===== src/rtl/bcd_pkg.sv =====
`default_nettype none
// ============================================================================
//  Module      : bcd_pkg
//  Description : Shared constants, state encoding and helpers for the
//                digit-serial BCD subtractor.
//  Contents    : DW, BCD_MAX, state_t + state constants, is_bcd()
//  Revision    : 1.0  initial release
// ============================================================================
package bcd_pkg;

    localparam int        DW      = 4;
    localparam logic [3:0] BCD_MAX = 4'd9;

    // Sequencer state encoding
    typedef logic [1:0] state_t;
    localparam state_t S_IDLE  = 2'd0;
    localparam state_t S_PASS1 = 2'd1;
    localparam state_t S_PASS2 = 2'd2;
    localparam state_t S_DONE  = 2'd3;

    // True when the 4-bit code is a legal decimal digit (0..9)
    function automatic logic is_bcd(input logic [3:0] digit);
        return (digit <= BCD_MAX);
    endfunction

endpackage
`default_nettype wire


===== src/rtl/bcd_digit_comp9.sv =====
`default_nettype none
// ============================================================================
//  Module      : bcd_digit_comp9
//  Description : Combinational 9's-complementer for one BCD digit.
//  Ports       : digit_in  [3:0] BCD digit
//                sel             1 = output 9 - digit_in, 0 = pass through
//                digit_out [3:0] result digit
//  Revision    : 1.0  initial release
// ============================================================================
module bcd_digit_comp9
    import bcd_pkg::*;
(
    input  logic [3:0] digit_in,
    input  logic       sel,
    output logic [3:0] digit_out
);

    // Inputs are validated upstream, so 9 - d never underflows in use.
    assign digit_out = sel ? (BCD_MAX - digit_in) : digit_in;

endmodule
`default_nettype wire


===== src/rtl/bcd_sub_sequencer.sv =====
`default_nettype none
// ============================================================================
//  Module      : bcd_sub_sequencer
//  Description : Digit-serial NDIG-digit BCD subtractor, A - B, computed by
//                10's complement one digit per clock. A second pass
//                recomplements the result when A < B, giving sign-magnitude.
//  Ports       : clk, rst_n (sync, active low)
//                start        request, accepted only in IDLE
//                a, b         packed BCD operands, digit 0 in [3:0]
//                busy         high while a pass is running
//                done         one-cycle pulse, outputs valid from here
//                result       magnitude of A - B (packed BCD)
//                neg          1 when A < B
//                err          1 when an input digit was > 9
//  Revision    : 1.0  initial release
// ============================================================================
module bcd_sub_sequencer #(
    parameter int NDIG = 4,
    parameter int DW   = 4
) (
    input  logic                clk,
    input  logic                rst_n,
    input  logic                start,
    input  logic [NDIG*DW-1:0]  a,
    input  logic [NDIG*DW-1:0]  b,
    output logic                busy,
    output logic                done,
    output logic [NDIG*DW-1:0]  result,
    output logic                neg,
    output logic                err
);

    import bcd_pkg::*;

    localparam int              IW       = (NDIG > 1) ? $clog2(NDIG) : 1;
    localparam logic [IW-1:0]   LAST_IDX = IW'(NDIG - 1);

    state_t                 state;
    logic [IW-1:0]          idx;
    logic                   carry;
    logic [NDIG*DW-1:0]     a_q;
    logic [NDIG*DW-1:0]     b_q;

    logic [DW-1:0]          a_dig;
    logic [DW-1:0]          b_dig;
    logic [DW-1:0]          res_dig;
    logic [DW-1:0]          addend;
    logic [DW-1:0]          comp_in;
    logic [DW-1:0]          comp_out;
    logic                   comp_sel;
    logic [DW:0]            sum;
    logic [DW-1:0]          sum_dig;
    logic                   sum_carry;
    logic                   in_bad;

    // Operand digit selection by the shared digit index
    always_comb begin
        a_dig   = a_q[int'(idx)*DW +: DW];
        b_dig   = b_q[int'(idx)*DW +: DW];
        res_dig = result[int'(idx)*DW +: DW];
    end

    // The single complementer sees B in the first pass and the partial
    // result in the recomplement pass; complement is selected in both.
    assign comp_sel = (state == S_PASS1) || (state == S_PASS2);
    assign comp_in  = (state == S_PASS2) ? res_dig : b_dig;

    bcd_digit_comp9 u_comp9 (
        .digit_in  (comp_in),
        .sel       (comp_sel),
        .digit_out (comp_out)
    );

    // BCD digit adder: max 9 + 9 + 1 = 19 fits in DW+1 bits.
    // The recomplement pass adds nothing from A.
    always_comb begin
        addend    = (state == S_PASS1) ? a_dig : '0;
        sum       = {1'b0, addend} + {1'b0, comp_out} + {{DW{1'b0}}, carry};
        sum_dig   = sum[DW-1:0];
        sum_carry = 1'b0;
        if (sum > (DW+1)'(BCD_MAX)) begin
            sum_dig   = DW'(sum - (DW+1)'(10));
            sum_carry = 1'b1;
        end
    end

    // Input validation on the live operands at the accept edge
    always_comb begin
        in_bad = 1'b0;
        for (int i = 0; i < NDIG; i++) begin
            if (!is_bcd(a[i*DW +: DW]) || !is_bcd(b[i*DW +: DW])) begin
                in_bad = 1'b1;
            end
        end
    end

    always_ff @(posedge clk) begin
        if (!rst_n) begin
            state  <= S_IDLE;
            idx    <= '0;
            carry  <= 1'b0;
            a_q    <= '0;
            b_q    <= '0;
            busy   <= 1'b0;
            done   <= 1'b0;
            result <= '0;
            neg    <= 1'b0;
            err    <= 1'b0;
        end else begin
            case (state)
                S_IDLE: begin
                    done <= 1'b0;
                    if (start) begin
                        a_q    <= a;
                        b_q    <= b;
                        idx    <= '0;
                        carry  <= 1'b1;
                        err    <= 1'b0;
                        neg    <= 1'b0;
                        result <= '0;
                        if (in_bad) begin
                            // done follows one edge later, from S_DONE
                            err   <= 1'b1;
                            state <= S_DONE;
                        end else begin
                            busy  <= 1'b1;
                            state <= S_PASS1;
                        end
                    end
                end

                S_PASS1: begin
                    result[int'(idx)*DW +: DW] <= sum_dig;
                    if (idx == LAST_IDX) begin
                        if (sum_carry) begin
                            busy  <= 1'b0;
                            done  <= 1'b1;
                            neg   <= 1'b0;
                            state <= S_DONE;
                        end else begin
                            // No end carry: result is the 10's complement
                            neg   <= 1'b1;
                            idx   <= '0;
                            carry <= 1'b1;
                            state <= S_PASS2;
                        end
                    end else begin
                        idx   <= idx + 1'b1;
                        carry <= sum_carry;
                    end
                end

                S_PASS2: begin
                    result[int'(idx)*DW +: DW] <= sum_dig;
                    if (idx == LAST_IDX) begin
                        // Final carry of the recomplement is discarded
                        busy  <= 1'b0;
                        done  <= 1'b1;
                        state <= S_DONE;
                    end else begin
                        idx   <= idx + 1'b1;
                        carry <= sum_carry;
                    end
                end

                S_DONE: begin
                    // Normal paths arrive with done already set; the error
                    // path arrives with done clear and raises it here.
                    if (done) begin
                        done  <= 1'b0;
                        state <= S_IDLE;
                    end else begin
                        done  <= 1'b1;
                    end
                end

                default: begin
                    state <= S_IDLE;
                end
            endcase
        end
    end

endmodule
`default_nettype wire


===== config.mk =====
export PLATFORM = sky130hd
export DESIGN_NAME = bcd_sub_sequencer
export DESIGN_NICKNAME = d
export VERILOG_FILES = /design/src/rtl/bcd_pkg.sv /design/src/rtl/bcd_digit_comp9.sv /design/src/rtl/bcd_sub_sequencer.sv
export SDC_FILE = /design/constraint.sdc
export NUM_CORES = 1
export LEC_CHECK = 0
export CORE_MARGIN = 8
export CORE_UTILIZATION = 48
export CTS_CLUSTER_DIAMETER = 80
export CTS_CLUSTER_SIZE = 24
export DETAILED_ROUTE_END_ITERATION = 16
export GPL_TIMING_DRIVEN = 0
export PLACE_DENSITY = 0.77
export SETUP_SLACK_MARGIN = 0.3
export SLEW_MARGIN = 20
export SYNTH_ARGS = -nofsm -noshare
export SYNTH_HDL_FRONTEND = slang
export SYNTH_HIERARCHICAL = 1
export SYNTH_SLANG_ARGS = --single-unit

===== constraint.sdc =====
create_clock -name clk -period 4.06 [get_ports clk]
set_input_delay 0.812 -clock clk [delete_from_list [all_inputs] [get_ports clk]]
set_output_delay 0.812 -clock clk [all_outputs]
set_load 0.1 [all_outputs]

Fig. 1: signal wires on met1
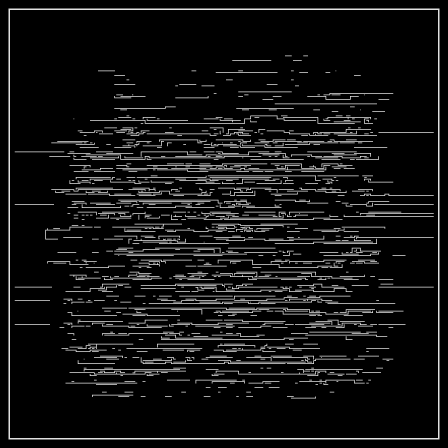
share of all routed wire: 43%
longest straight run: 29.9 um
wire length on this layer: 4130 um
main direction: horizontal
M1 GR Usage: 23.7%
total number of vias: 3067

Fig. 2: the metal 2 layer
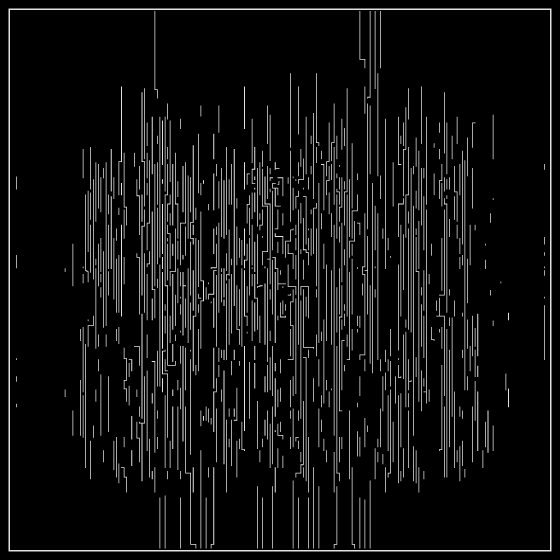
wire length on this layer: 4670 um
nets with wire on the layer: 440
main direction: vertical
WL final: 9520 um
GR Layer Usage met2: 33.2%

Fig. 3: register map, names as in the netlist
Bar = 20 um. Other sequential cells in the stronger grey, the rest of the logic in the fainter grey.
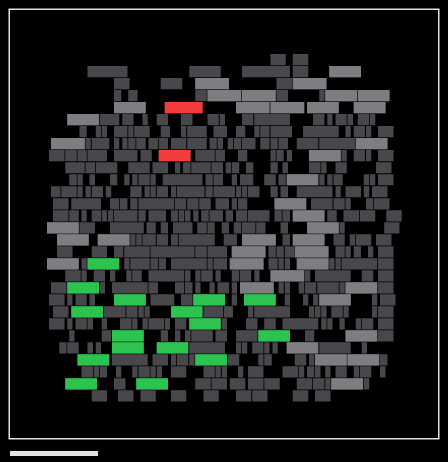
| colour | name in the netlist | flops |
|---|---|---|
| red | idx | 2 |
| green | a_q | 16 |
not coloured: 39
seq pwr: 0.000728 W
sequential cell area: 0.00116 sq mm
post-layout utilization of the core: 67.7%

==> impl_metrics.toml <==
# yosys + openroad results
[routing]
drt_iter0_markers = 252
drt_first_pass_iters = 5
dr_wl_met3_um = 645
drtAntennaViolNets = 0
via_per_inst = 5.71
top_layer = "met4"
wl_met2_um = 4670

[worst_hold_path]
whs_endpoint = "b_q[0]"

[synth]
synth_top_area_share_pct = 36.3
ys_seq_share_pct = 36.3
largest_area_cell = "dfxtp_1"
post-synth-top-count-cell = "nand2_1"
synth_cell_types = 41
edf_count = 0
common_cells = "nand2_1 (98), dfxtp_1 (57), a21boi_0 (38), o21ai_0 (31), clkbuf_1 (18)"
ys_cells = 375
postSynth.asyncResetShare_pct = 0
synthCells = 375
ys.flop_type = "dfxtp_1"
yosysWarnings = 6
ys_area_sq_mm = 0.00314

[global_route]
grt_max_degree = 13
grt_pass1_wl_um = 15200
antenna_found_initial = 0
grt_pass1_vias = 3059
grt-ovfl-total = 0

[sta]
setup_tns_ps = 0
finalCritPeriodShare_pct = 96.4
finalMaxSlewViolations = 0
timing.final.ws_setup_ps = 148
fin_skew_ps = 10.1
worstMarginPinSlew_ps = 979
min_period_ps = 3910
hold_viol = 0

[power]
p_leak_nw = 1.64
comb_power_share_pct = 58.2
comb_cell_power_w = 0.00177
seq_power_share_pct = 23.9
vdd_drop_max_uv = 615

[cells_and_area]
combGateArea_sq_mm = 0.00200
antenna_cells = 0
syn_to_final_growth_pct = 36.9
drive_gt1_share_pct = 19.6
lay_top_count = "nand2_1"
final_cell_mix = "nand2_1 (95), clkdlybuf4s50_1 (54), dfxtp_1 (43)"
fin_cells = 537

[setup_path]
r2r-end = "result[10]"
worstPathArrival_ps = 4150
critPathBufInv = 5
endpoint = "result[10]"
worst_setup_path_start_kind = "register"
r2r_slack_ps = 150
critPathCaptureType = "register"
r2r-start = "idx[0]"
cp_data_required_time_ps = 4300
ff2ff_path_depth = 17
crit_start = "idx[0]"
crit_slowest_cell = "fa_2"
critical_path_class = "register to register"

[placed_design]
pre_cts_ws_ps = -110
place_area_sq_mm = 0.00385
routabilityCongestion = 0.953
placedCellCount = 506

[clock_network]
clk_latency_ps = 350
clock-sinks = 57
cts-root-buf = "clkbuf_8"
cts_tree = "yes"
htreeDepth = 3
clock_path_buffers = 2

[floorplanning]
io_pins = 55
die-area_sq_mm = 0.00939

[outcome]
status = "completed"
Fig. 4: track usage over the die
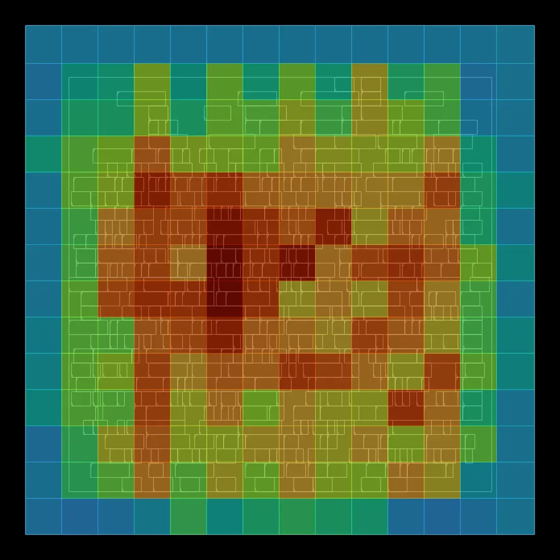
gr usage total: 19.8%
WL/cell: 17.7 um
grt met3 use: 6.12%
most used routing layer: met2

Fig. 5: signal wires on met3
Bar = 20 um.
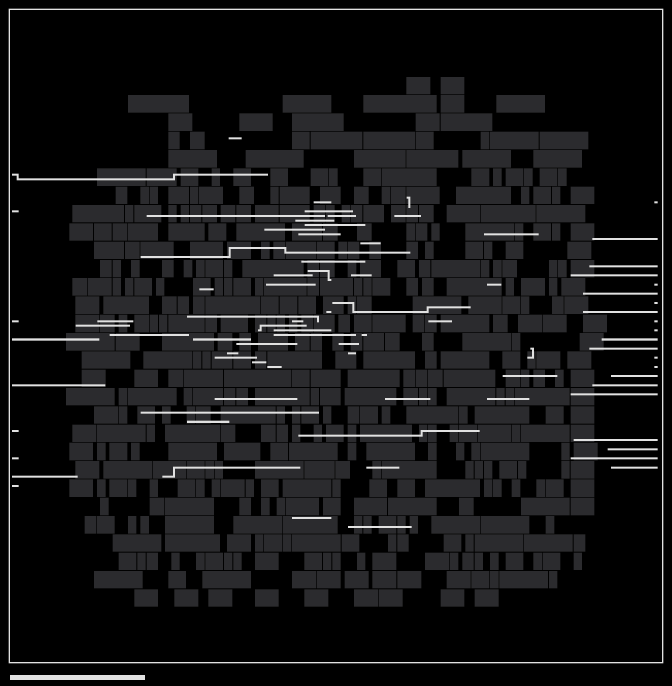
main direction: horizontal
nets with wire on the layer: 71
share of all routed wire: 6.8%
longest straight run: 26.2 um
wire length on this layer: 645 um

state kept, by name, summed over array words and instances, names as in the netlist:
name and count:
result 16, done 1, state 2, carry 1
a_q 16, busy 1, idx 2, b_q 16
err 1, neg 1
layout make-up:
type,count,area share (%)
multi-input cells,285,46.6
flip-flops and latches,57,27.0
well taps,77,2.24
clock buffers,11,3.52
clock inverters,4,1.22
inverters,12,1.05
repair buffers,70,15.4
plain buffers,21,2.94
what timing repair did:
action,CTS,global route
gates resized,18,13
cloned,1,0
pin swaps,12,7
setup buffers,12,3
hold buffers,0,0
endpoints found under the setup margin,19,19
cells by family after synthesis:
group / Yosys count / synth area share, %
compound gates: 89 / 18.5
xor+xnor: 3 / 0.836
fa+ha+maj: 15 / 6.45
buf+inv: 33 / 4.10
flops: 57 / 36.3
mux: 18 / 10.6
simple gates: 160 / 23.2
Power is estimated from default activity; no workload was simulated.
